[src/rtl/ecdsa_pkg.sv]
// Shared definitions for the ECDSA field-arithmetic blocks: field/limb
// geometry, the serial add/sub controller states and the secp256k1 prime.
package ecdsa_pkg;

    localparam int unsigned FIELD_W = 256;
    localparam int unsigned LIMB_W  = 16;
    localparam int unsigned N_LIMB  = FIELD_W / LIMB_W;

    // Two passes over the limbs, then a single result-valid cycle.
    typedef enum logic [1:0] {
        ST_IDLE  = 2'd0,
        ST_PASS1 = 2'd1,
        ST_PASS2 = 2'd2,
        ST_DONE  = 2'd3
    } addsub_state_t;

    // secp256k1 field prime, used by benches as the default modulus.
    localparam logic [FIELD_W-1:0] SECP256K1_P =
        256'hFFFFFFFF_FFFFFFFF_FFFFFFFF_FFFFFFFF_FFFFFFFF_FFFFFFFF_FFFFFFFE_FFFFFC2F;

endpackage

[src/rtl/adder_16.sv]
// 16-bit ripple adder limb with carry in/out; the only arithmetic element
// of the serial modular adder/subtractor.
module adder_16 (
    input  logic [15:0] a,
    input  logic [15:0] b,
    input  logic        cin,
    output logic [15:0] sum,
    output logic        cout
);

    logic [16:0] total;

    // Full-width sum; the top bit is the carry out of the limb.
    always_comb begin
        total = {1'b0, a} + {1'b0, b} + {16'd0, cin};
        sum   = total[15:0];
        cout  = total[16];
    end

endmodule

[src/rtl/mod_addsub_serial.sv]
// Iterative modular adder/subtractor for field elements. Operands stream
// LSB-limb first through one adder_16: pass 1 forms a+b or a-b, pass 2
// forms the reduced candidate (s-p or s+p) and the correct one is kept.
// Both passes always run so latency does not depend on the data.
module mod_addsub_serial
    import ecdsa_pkg::*;
#(
    parameter int unsigned WIDTH = FIELD_W,
    parameter int unsigned LIMB  = LIMB_W
) (
    input  logic             clk,
    input  logic             rst_n,
    input  logic             start,
    input  logic             op_sub,
    input  logic [WIDTH-1:0] a,
    input  logic [WIDTH-1:0] b,
    input  logic [WIDTH-1:0] p,
    output logic             busy,
    output logic             done,
    output logic [WIDTH-1:0] r
);

    localparam int unsigned N     = WIDTH / LIMB;
    localparam int unsigned IDX_W = (N > 1) ? $clog2(N) : 1;

    addsub_state_t    state;
    addsub_state_t    state_nxt;

    logic [WIDTH-1:0] a_q;
    logic [WIDTH-1:0] b_q;     // already inverted for subtraction
    logic [WIDTH-1:0] p_q;
    logic [WIDTH-1:0] s_q;
    logic [WIDTH-1:0] t_q;
    logic [WIDTH-1:0] t_nxt;
    logic             op_q;
    logic             carry;
    logic             c1;
    logic [IDX_W-1:0] idx;
    logic             last;
    int unsigned      lsb;

    logic [LIMB-1:0]  lim_a;
    logic [LIMB-1:0]  lim_b;
    logic [LIMB-1:0]  lim_sum;
    logic             lim_cout;
    logic             keep_t;

    assign last = (idx == IDX_W'(N - 1));
    assign lsb  = LIMB * idx;
    assign busy = (state == ST_PASS1) || (state == ST_PASS2);
    assign done = (state == ST_DONE);

    // add: keep s-p when the raw sum overflowed or s >= p;
    // sub: keep s+p only when a-b borrowed.
    assign keep_t = op_q ? ~c1 : (c1 | lim_cout);

    adder_16 u_adder (
        .a    (lim_a),
        .b    (lim_b),
        .cin  (carry),
        .sum  (lim_sum),
        .cout (lim_cout)
    );

    // Limb operand selection: a/b' in pass 1, s and +-p in pass 2.
    always_comb begin
        lim_a = a_q[lsb +: LIMB];
        lim_b = b_q[lsb +: LIMB];
        if (state == ST_PASS2) begin
            lim_a = s_q[lsb +: LIMB];
            lim_b = op_q ? p_q[lsb +: LIMB] : ~p_q[lsb +: LIMB];
        end
    end

    // Candidate result with the current limb merged in.
    always_comb begin
        t_nxt = t_q;
        t_nxt[lsb +: LIMB] = lim_sum;
    end

    // State register.
    always_ff @(posedge clk or negedge rst_n) begin
        if (!rst_n) begin
            state <= ST_IDLE;
        end else begin
            state <= state_nxt;
        end
    end

    // Next-state logic: start only sampled in IDLE, passes end on the last limb.
    always_comb begin
        state_nxt = state;
        case (state)
            ST_IDLE:  if (start) state_nxt = ST_PASS1;
            ST_PASS1: if (last)  state_nxt = ST_PASS2;
            ST_PASS2: if (last)  state_nxt = ST_DONE;
            ST_DONE:             state_nxt = ST_IDLE;
            default:             state_nxt = ST_IDLE;
        endcase
    end

    // Operand latching, limb stepping, carry chain and result capture.
    always_ff @(posedge clk or negedge rst_n) begin
        if (!rst_n) begin
            a_q   <= '0;
            b_q   <= '0;
            p_q   <= '0;
            s_q   <= '0;
            t_q   <= '0;
            op_q  <= 1'b0;
            carry <= 1'b0;
            c1    <= 1'b0;
            idx   <= '0;
            r     <= '0;
        end else begin
            case (state)
                ST_IDLE: begin
                    if (start) begin
                        a_q   <= a;
                        b_q   <= op_sub ? ~b : b;
                        p_q   <= p;
                        op_q  <= op_sub;
                        carry <= op_sub;
                        idx   <= '0;
                    end
                end
                ST_PASS1: begin
                    s_q[lsb +: LIMB] <= lim_sum;
                    if (last) begin
                        c1    <= lim_cout;
                        carry <= ~op_q;
                        idx   <= '0;
                    end else begin
                        carry <= lim_cout;
                        idx   <= idx + 1'b1;
                    end
                end
                ST_PASS2: begin
                    t_q   <= t_nxt;
                    carry <= lim_cout;
                    if (last) begin
                        idx <= '0;
                        r   <= keep_t ? t_nxt : s_q;
                    end else begin
                        idx <= idx + 1'b1;
                    end
                end
                default: ;
            endcase
        end
    end

endmodule
[config.mk]
export PLATFORM = sky130hd
export DESIGN_NAME = mod_addsub_serial
export DESIGN_NICKNAME = d
export VERILOG_FILES = /design/src/rtl/ecdsa_pkg.sv /design/src/rtl/adder_16.sv /design/src/rtl/mod_addsub_serial.sv
export SDC_FILE = /design/constraint.sdc
export NUM_CORES = 2
export LEC_CHECK = 0
export CORE_MARGIN = 2
export CORE_UTILIZATION = 35
export DETAILED_ROUTE_END_ITERATION = 16
export PLACE_DENSITY = 0.66
export SLEW_MARGIN = 20
export SYNTH_ARGS = -nofsm -noshare
export SYNTH_HDL_FRONTEND = slang
export SYNTH_HIERARCHICAL = 1
export SYNTH_SLANG_ARGS = --single-unit
[constraint.sdc]
create_clock -name clk -period 5.1 [get_ports clk]
set_clock_uncertainty 0.15 [all_clocks]
set_input_delay 1.02 -clock clk [delete_from_list [all_inputs] [get_ports clk]]
set_output_delay 1.02 -clock clk [all_outputs]
set_load 0.02 [all_outputs]
==> images/closeup.png <==
The bar under the picture is 20 microns long. Window x 206 to 256, y 299 to 349 microns. Cells in grey, sequential cells in the stronger grey; small squares are vias.
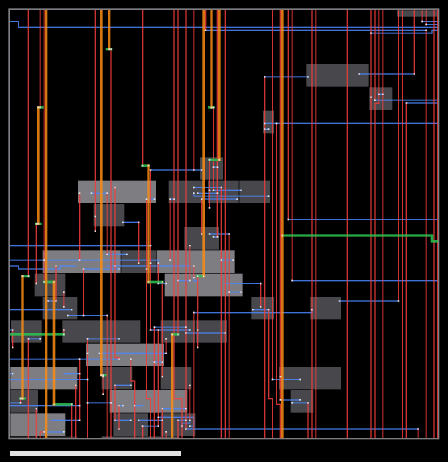
green -> M3
blue -> M1
red -> M2
orange -> M4
most frequent = clkdlybuf4s50_1 (10), dfrtp_1 (8), mux2_2 (7)
cells with their middle in the window = 33
netlist names of flops here include = a_q (8)
sequential cells in the window = 8

==> images/pinout.png <==
The bar under the picture is 100 microns long. Pins as bars across the die edge, other pins in grey.
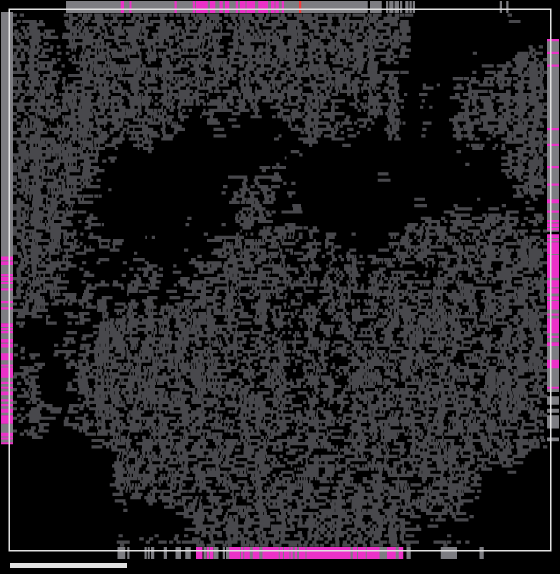
magenta -> a  # pins 256, direction input, edge 98 bottom, 71 right, 47 left, 40 top
red -> busy  # pins 1, direction output, edge top
all pins by edge = 301 top, 272 left, 237 right, 220 bottom
DIE HEIGHT: 463 microns
port buffer count: 1029
overall die width: 463 microns

==> results.sh <==
# flow metrics
export IMPL_top_cells_by_count="dfrtp_1 (1545), nand2_1 (903), o21ai_0 (781), mux2_2 (546), clkbuf_1 (442)"
export IMPL_critical_path_endpoint="r[96]"
export IMPL_path_cells="buf_12, buf_16, mux2i_4, a221oi_2, o21a_1, o31a_1, o31a_1, fa_2, fa_2, a21oi_2, o21ai_1, a21o_1, a21o_1, o32ai_4, o21ai_2, nor3_2, buf_4, a21oi_4, buf_12, bufbuf_16, o21ai_1, a21oi_1, buf_4, a21o_1"
export IMPL_grt_pass1_wl_microns=454000
export IMPL_post_synth_ao_oa_area_fraction_pct=14.4
export IMPL_cts_setup_buffers=35
export IMPL_post_cts_resize_count=248
export IMPL_fin_cells=11019
export IMPL_r2r_slack_ns=-0.30
export IMPL_worstPathMaxFanout=12
export IMPL_hold_path_startpoint="b_q[60]"
export IMPL_max_freq_mhz=185
export IMPL_comb_power_uw=55400
export IMPL_fp_util_pct=35.2
export IMPL_peakVddDrop_mv=1.11
export IMPL_fin_ws_ns=-0.300
export IMPL_worst_slew_pin_slew_ns=1.21
export IMPL_ys_sh_xor_pct=3.23
export IMPL_core_area_sq_um=209000
export IMPL_grt_max_degree=234
export IMPL_synthArstFlopShare_pct=100
export IMPL_yosys_most_used_dff="dfrtp_1"
export IMPL_syn_num_nets=7456
export IMPL_drv_cap=0
export IMPL_holdPathStages=2
export IMPL_synth_area_sq_um=73700
export IMPL_drv_slew=0
export IMPL_grt_busiest_layer="met2"
export IMPL_yosys_area_top_type="dfrtp_1"
export IMPL_clock_latency_ns=0.86
export IMPL_finalCoreUtilization_pct=48.5
export IMPL_setup_violations=314
export IMPL_cts_root_buf="clkbuf_16"
export IMPL_gp_congestion=0.974
export IMPL_place_hpwl_microns=249000
export IMPL_dp_cells=10550
export IMPL_ys_sh_adder_pct=0.479
export IMPL_avgSynthCellArea_sq_um=11.1
export IMPL_gr_usage_all_layers_pct=29.6
export IMPL_rows=168
export IMPL_drc_errors=0
export IMPL_crit_path_start="idx[0]"
export IMPL_relSlewSlack_pct=19.0
export IMPL_pwr_share_comb_pct=62.7
export IMPL_grt_ovfl_total=0
export IMPL_synthTopCellsByArea="dfrtp_1 (52%), mux2_2 (8.3%), mux4_2 (5.4%)"
export IMPL_path_depth=24
export IMPL_wl_microns=331000
export IMPL_wl_met2_microns=147000
export IMPL_min_period_over_period_pct=106
export IMPL_powerClk_uw=12900
export IMPL_critPathMaxStageDelay_ns=0.45
export IMPL_area_growth_pct=37.8
export IMPL_cts_tree="built"
export IMPL_fillers=18719
export IMPL_top_logic_kind="multiplexers"
export IMPL_use_met1_pct=37.9
export IMPL_p_seq_uw=20000
export IMPL_outcome="finished, violations left"
export IMPL_pre_cts_ws_ns=-0.627
export IMPL_ys_seq_elements=1545
export IMPL_r2r_start="idx[0]"
export IMPL_start_kind="register"
export IMPL_hold_buffers=0
export IMPL_design_area_sq_um=101000
export IMPL_cp_common_cell="a21o_1"
export IMPL_postSynthSeqShare_pct=52.5
export IMPL_power_density_nw_per_um2=871
export IMPL_met3_usage_pct=9.73
export IMPL_ant_nets=0
export IMPL_violations="setup timing"
export IMPL_routed_via_density=5.64
export IMPL_num_nets_final=8824
export IMPL_placed_area_sq_um=91100
export IMPL_tool_warnings=60
export IMPL_setup_tns_ns=-50.81
export IMPL_muxShareOfSynthArea_pct=18.4
export IMPL_htreeDepth=4
export IMPL_synth_cells=6657
export IMPL_top_layer="met5"
export IMPL_drtIter0Drc=6802
export IMPL_worstSetupEndpointType="register"
export IMPL_cts_path_max_buffers=3
export IMPL_power_leader="combinational cells"
export IMPL_wire_per_inst_microns=30.0
export IMPL_dr_pass1_iters=6
## placed cells by master, fill, tap and decap left out, types with 34 or more instances in the layout
cell type        instances
a211oi_1               105
a211oi_2                49
a21o_1                 200
a21oi_1                248
a21oi_2                 37
and3_1                  57
buf_12                 100
buf_4                  544
buf_6                   36
clkbuf_1                40
clkbuf_16              190
clkbuf_8                40
clkdlybuf4s50_1       1027
clkinv_2                36
dfrtp_1               1541
diode_2                 44
mux2_2                 546
mux2i_1                301
mux4_2                 176
nand2_1                894
nand3_1                 38
nor2_1                 246
nor2_2                  37
nor2_4                  34
o21ai_0                677
o21ai_1                 40
o21ai_2                 51
o22ai_1                 35
o31ai_1                 73
xnor2_1                262
## final cells by class
class                           count  area (sq um)  area share (%)
Timing Repair Buffer             1760         18100            17.8
Clock buffer                      252          5000            4.93
Clock inverter                     67           868           0.856
Antenna cell                       44           110           0.109
Inverter                           14          52.6          0.0518
Multi-Input combinational cell   4532         35200            34.7
Tap cell                         2805          3510            3.46
Sequential cell                  1545         38700            38.1
## worst reg2reg max path, stage by stage (launching register included)
cell       delay, ns
dfrtp_4         0.45
buf_12          0.16
buf_16          0.17
mux2i_4         0.33
a221oi_2        0.10
o21a_1          0.20
o31a_1          0.35
o31a_1          0.32
fa_2            0.37
fa_2            0.39
a21oi_2         0.17
o21ai_1         0.07
a21o_1          0.18
a21o_1          0.20
o32ai_4         0.31
o21ai_2         0.10
nor3_2          0.11
buf_4           0.15
a21oi_4         0.04
buf_12          0.16
bufbuf_16       0.30
o21ai_1         0.16
a21oi_1         0.07
buf_4           0.15
a21o_1          0.14
## sequential cells by signal (all words and copies together) (netlist names), 2 cells and up
signal	cells
s_q	256
idx	4
a_q	256
p_q	256
state	2
t_q	256
b_q	256
r	256
